`config.mk`:
```
export PLATFORM = sky130hd
export DESIGN_NAME = rx_decrypt_scheduler_flat
export DESIGN_NICKNAME = d
export VERILOG_FILES = /design/src/rtl/rx_decrypt_scheduler_if.sv /design/src/rtl/rx_decrypt_scheduler.sv /design/src/flat_wrapper.sv
export SDC_FILE = /design/constraint.sdc
export NUM_CORES = 1
export LEC_CHECK = 0
export ABC_AREA = 1
export CORE_MARGIN = 5
export CORE_UTILIZATION = 30
export CTS_BUF_LIST = sky130_fd_sc_hd__clkbuf_8
export CTS_CLUSTER_DIAMETER = 60
export DETAILED_ROUTE_END_ITERATION = 10
export GPL_TIMING_DRIVEN = 1
export SYNTH_ARGS = -nofsm -noshare
export SYNTH_HDL_FRONTEND = slang
export SYNTH_SLANG_ARGS = --single-unit
```
`constraint.sdc`:
```
create_clock -name clk -period 2.16 [get_ports clk]
set_clock_uncertainty 0.05 [all_clocks]
set_input_delay 0.432 -clock clk [delete_from_list [all_inputs] [get_ports clk]]
set_output_delay 0.432 -clock clk [all_outputs]
set_load 0.005 [all_outputs]
```
`src/rtl/rx_decrypt_scheduler_if.sv`:
```
// rtl/rx_decrypt_scheduler_if.sv - keystream, encrypted-read and decrypted-write bus bundle
interface rx_decrypt_scheduler_if #(
    parameter int ADDR_W = 16,
    parameter int DATA_W = 8
);
    // keystream generator handshake
    logic              prng_seed_load;
    logic              prng_req;
    logic              prng_valid;
    logic [DATA_W-1:0] prng_byte;

    // encrypted channel memories, read data one cycle after rd_en
    logic              rd_en;
    logic [ADDR_W-1:0] rd_addr;
    logic [DATA_W-1:0] rd_data_r;
    logic [DATA_W-1:0] rd_data_g;
    logic [DATA_W-1:0] rd_data_b;

    // decrypted channel memories
    logic              wr_en;
    logic [ADDR_W-1:0] wr_addr;
    logic [DATA_W-1:0] wr_data_r;
    logic [DATA_W-1:0] wr_data_g;
    logic [DATA_W-1:0] wr_data_b;

    modport master (
        output prng_seed_load, prng_req, rd_en, rd_addr,
               wr_en, wr_addr, wr_data_r, wr_data_g, wr_data_b,
        input  prng_valid, prng_byte, rd_data_r, rd_data_g, rd_data_b
    );

    modport slave (
        input  prng_seed_load, prng_req, rd_en, rd_addr,
               wr_en, wr_addr, wr_data_r, wr_data_g, wr_data_b,
        output prng_valid, prng_byte, rd_data_r, rd_data_g, rd_data_b
    );
endinterface

```
`src/rtl/rx_decrypt_scheduler.sv`:
```
// rtl/rx_decrypt_scheduler.sv - frame sequencer sharing one keystream generator across R/G/B decrypt
module rx_decrypt_scheduler #(
    parameter int NUM_PIXELS = 256,
    parameter int ADDR_W     = 16,
    parameter int DATA_W     = 8
) (
    input  logic clk,
    input  logic rst,
    input  logic start,
    output logic busy,
    output logic done,
    rx_decrypt_scheduler_if.master bus
);
    typedef enum logic [2:0] {
        S_IDLE, S_SEED, S_READ, S_KEY_R, S_KEY_G, S_KEY_B, S_WRITE, S_DONE
    } state_t;

    localparam logic [ADDR_W-1:0] LAST_PIX = ADDR_W'(NUM_PIXELS - 1);

    state_t            state;
    logic [ADDR_W-1:0] pix;
    logic              sample_load;
    logic [DATA_W-1:0] sample_r;
    logic [DATA_W-1:0] sample_g;
    logic [DATA_W-1:0] sample_b;
    logic [DATA_W-1:0] key_r;
    logic [DATA_W-1:0] key_g;

    // Frame FSM with registered outputs; the blue key byte is folded straight into wr_data_b
    always_ff @(posedge clk) begin
        if (rst) begin
            state              <= S_IDLE;
            pix                <= '0;
            sample_load        <= 1'b0;
            sample_r           <= '0;
            sample_g           <= '0;
            sample_b           <= '0;
            key_r              <= '0;
            key_g              <= '0;
            busy               <= 1'b0;
            done               <= 1'b0;
            bus.prng_seed_load <= 1'b0;
            bus.prng_req       <= 1'b0;
            bus.rd_en          <= 1'b0;
            bus.rd_addr        <= '0;
            bus.wr_en          <= 1'b0;
            bus.wr_addr        <= '0;
            bus.wr_data_r      <= '0;
            bus.wr_data_g      <= '0;
            bus.wr_data_b      <= '0;
        end else begin
            // strobes and their address/data are only non-zero in the cycle they are asserted
            bus.prng_seed_load <= 1'b0;
            bus.rd_en          <= 1'b0;
            bus.rd_addr        <= '0;
            bus.wr_en          <= 1'b0;
            bus.wr_addr        <= '0;
            bus.wr_data_r      <= '0;
            bus.wr_data_g      <= '0;
            bus.wr_data_b      <= '0;

            // memory data is only guaranteed in the first cycle after the read strobe
            if (sample_load) begin
                sample_r    <= bus.rd_data_r;
                sample_g    <= bus.rd_data_g;
                sample_b    <= bus.rd_data_b;
                sample_load <= 1'b0;
            end

            case (state)
                S_IDLE, S_DONE: begin
                    if (start) begin
                        state              <= S_SEED;
                        bus.prng_seed_load <= 1'b1;
                        pix                <= '0;
                        busy               <= 1'b1;
                        done               <= 1'b0;
                    end
                end
                S_SEED: begin
                    state       <= S_READ;
                    pix         <= '0;
                    bus.rd_en   <= 1'b1;
                    bus.rd_addr <= '0;
                end
                S_READ: begin
                    state        <= S_KEY_R;
                    sample_load  <= 1'b1;
                    bus.prng_req <= 1'b1;
                end
                S_KEY_R: begin
                    if (bus.prng_valid) begin
                        key_r <= bus.prng_byte;
                        state <= S_KEY_G;
                    end
                end
                S_KEY_G: begin
                    if (bus.prng_valid) begin
                        key_g <= bus.prng_byte;
                        state <= S_KEY_B;
                    end
                end
                S_KEY_B: begin
                    if (bus.prng_valid) begin
                        state         <= S_WRITE;
                        bus.prng_req  <= 1'b0;
                        bus.wr_en     <= 1'b1;
                        bus.wr_addr   <= pix;
                        bus.wr_data_r <= sample_r ^ key_r;
                        bus.wr_data_g <= sample_g ^ key_g;
                        bus.wr_data_b <= sample_b ^ bus.prng_byte;
                    end
                end
                S_WRITE: begin
                    if (pix == LAST_PIX) begin
                        state <= S_DONE;
                        busy  <= 1'b0;
                        done  <= 1'b1;
                    end else begin
                        pix         <= pix + 1'b1;
                        state       <= S_READ;
                        bus.rd_en   <= 1'b1;
                        bus.rd_addr <= pix + 1'b1;
                    end
                end
                default: state <= S_IDLE;
            endcase
        end
    end
endmodule

```
`src/flat_wrapper.sv`:
```
// flat-port wrapper written by rule: the top's interface ports become plain ports
module rx_decrypt_scheduler_flat 
#(
    parameter int NUM_PIXELS = 256,
    parameter int ADDR_W     = 16,
    parameter int DATA_W     = 8
)
  (clk, rst, start, busy, done, bus_prng_seed_load, bus_prng_req, bus_rd_en, bus_rd_addr, bus_wr_en, bus_wr_addr, bus_wr_data_r, bus_wr_data_g, bus_wr_data_b, bus_prng_valid, bus_prng_byte, bus_rd_data_r, bus_rd_data_g, bus_rd_data_b);
  rx_decrypt_scheduler_if #(.ADDR_W(ADDR_W), .DATA_W(DATA_W)) bus_i ();
  input  logic clk;
  input  logic rst;
  input  logic start;
  output logic busy;
  output logic done;
  output wire logic [$bits(bus_i.prng_seed_load)-1:0] bus_prng_seed_load;
  output wire logic [$bits(bus_i.prng_req)-1:0] bus_prng_req;
  output wire logic [$bits(bus_i.rd_en)-1:0] bus_rd_en;
  output wire logic [$bits(bus_i.rd_addr)-1:0] bus_rd_addr;
  output wire logic [$bits(bus_i.wr_en)-1:0] bus_wr_en;
  output wire logic [$bits(bus_i.wr_addr)-1:0] bus_wr_addr;
  output wire logic [$bits(bus_i.wr_data_r)-1:0] bus_wr_data_r;
  output wire logic [$bits(bus_i.wr_data_g)-1:0] bus_wr_data_g;
  output wire logic [$bits(bus_i.wr_data_b)-1:0] bus_wr_data_b;
  input wire logic [$bits(bus_i.prng_valid)-1:0] bus_prng_valid;
  input wire logic [$bits(bus_i.prng_byte)-1:0] bus_prng_byte;
  input wire logic [$bits(bus_i.rd_data_r)-1:0] bus_rd_data_r;
  input wire logic [$bits(bus_i.rd_data_g)-1:0] bus_rd_data_g;
  input wire logic [$bits(bus_i.rd_data_b)-1:0] bus_rd_data_b;
  assign bus_prng_seed_load = bus_i.prng_seed_load;
  assign bus_prng_req = bus_i.prng_req;
  assign bus_rd_en = bus_i.rd_en;
  assign bus_rd_addr = bus_i.rd_addr;
  assign bus_wr_en = bus_i.wr_en;
  assign bus_wr_addr = bus_i.wr_addr;
  assign bus_wr_data_r = bus_i.wr_data_r;
  assign bus_wr_data_g = bus_i.wr_data_g;
  assign bus_wr_data_b = bus_i.wr_data_b;
  assign bus_i.prng_valid = bus_prng_valid;
  assign bus_i.prng_byte = bus_prng_byte;
  assign bus_i.rd_data_r = bus_rd_data_r;
  assign bus_i.rd_data_g = bus_rd_data_g;
  assign bus_i.rd_data_b = bus_rd_data_b;
  rx_decrypt_scheduler #(.NUM_PIXELS(NUM_PIXELS), .ADDR_W(ADDR_W), .DATA_W(DATA_W)) u_core (.clk(clk), .rst(rst), .start(start), .busy(busy), .done(done), .bus(bus_i));
endmodule
```
==> run summary <==
status -> complete, no violations
DRT antenna net count -> 0
Critical R2R Launch -> u_core.pix[0]$_SDFFE_PP0P_
worst ir drop on vdd -> 0.000419 V
Synth top cells by count -> nor2_1 (141), dfxtp_1 (122), nand2_1 (78), o21ai_0 (49), inv_1 (37)
comb area leader -> simple AND/OR/NAND/NOR gates
Power Dens Cells -> 880 nW/µm²
final worst-path cycle share -> 82.9%
worst-path cell chain -> clkdlybuf4s50_1
cell family with most CP delay -> buffers and inverters
switching pwr -> 1580 µW
Syn-to-layout area delta -> 33.5%
critical path type -> flop to output pin
# DRC -> 0
post-synth top area cell -> dfxtp_1
worst r2r dst -> u_core.pix[15]$_SDFFE_PP0P_
vias in the first global route -> 3,869
Post-synth EDFFs -> 0
Post-Synthesis Mean Instance Area -> 8.16 µm²
global routing usage on met2 -> 21.6%
initial DRC count -> 302
Hold Path Depth -> 2
Final min period -> 1.79 ns
worst skew pair latency -> 0.44 ns
Post-Route WL -> 11,600 µm
via count -> 3,904
Clock buf/inv share -> 6.16%
last element of the critical path -> bus_wr_en
top routing layer used -> met4
setup repair after global routing missed its margin -> false
top cell category -> flip-flops and latches
Top power group -> registers
met1 Use GR -> 15.3%
final hold slack -> 0.411 ns
met3 routed WL -> 886 µm
placed insts -> 833
Cell Type Count -> 27
setup ws final -> 0.369 ns
count of flip-flops and latches -> 122
Post-Syn Instances -> 561
GRT Overall Usage -> 13.2%
Most common reg cell -> dfxtp_1
syn nets -> 598
routed len/inst -> 13.4 µm
Max Freq -> 558 MHz
Final #Nets -> 701
min-delay src -> u_core.key_r[7]$_SDFFE_PP0P_
core region area -> 15,100 µm²
sequential fraction of the synthesis area -> 53.3%
share of cells above drive strength 1 -> 10.8%
signal buffers share of area -> 17.1%
# fillers -> 1,551
worst slack, placed -> 0.381 ns
Worst Hold Class -> flop to flop
Final Power -> 5380 µW
Sw Ratio -> 29.3%
Crit-path slowest cell -> clkdlybuf4s50_1
non-filler cells, final -> 865
seq pwr -> 2570 µW
most common cell in the synthesized netlist -> nor2_1
largest net degree at the start of global routing -> 43
Synth Cell Area -> 4580 µm²
die height -> 134 µm
gp weighted congestion -> 0.864
via/cell ratio -> 4.51
Top Usage Layer GRT -> met2
biggest regs -> u_core.bus.rd_addr: 16 flops, u_core.bus.wr_addr: 16 flops, u_core.pix: 16 flops
==> cell usage in the layout, fill, tap and decap left out, drive strengths merged <==
master         netlist  final
a21oi               36     36
buf                 10      8
bufinv               0      1
clkbuf              11     20
clkdlybuf4s50        0     97
clkinv               1      3
clkinvlp             0      5
dfxtp              122    122
ha                   1      1
inv                 42     46
nand2               90     90
nand3               23     23
nand4                2      2
nor2               145    145
nor3                 2      2
o21ai               49     49
xnor2               24     24
xor2                 3      3
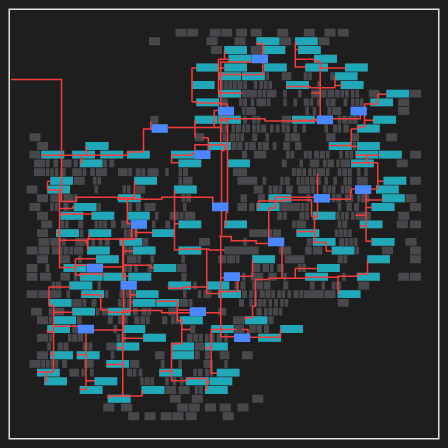
(images/clk_routes.png)
Key: blue = clock drivers [count 17]; cyan = flip-flops [count 122]; red = clock wires [length 1,540 µm]
Position of the flops: spread over the die.

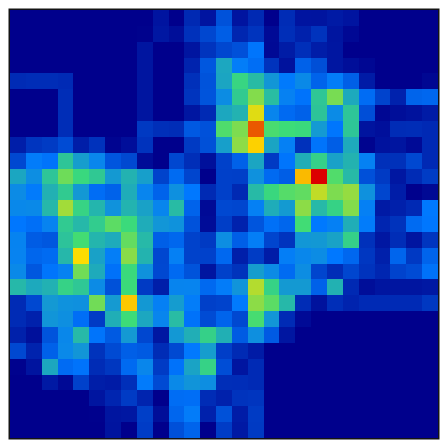
(images/metal_density.png)
The die is cut into 27 by 27 equal tiles; dark blue is low, red is high, scaled to the fullest tile. Values are wire area over tile area, all layers added.
The fullest tile reaches 0.64. The emptiest ninth of the die: bottom right. 30% of the tiles are nearly empty.

Power and IR drop assume default switching activity.
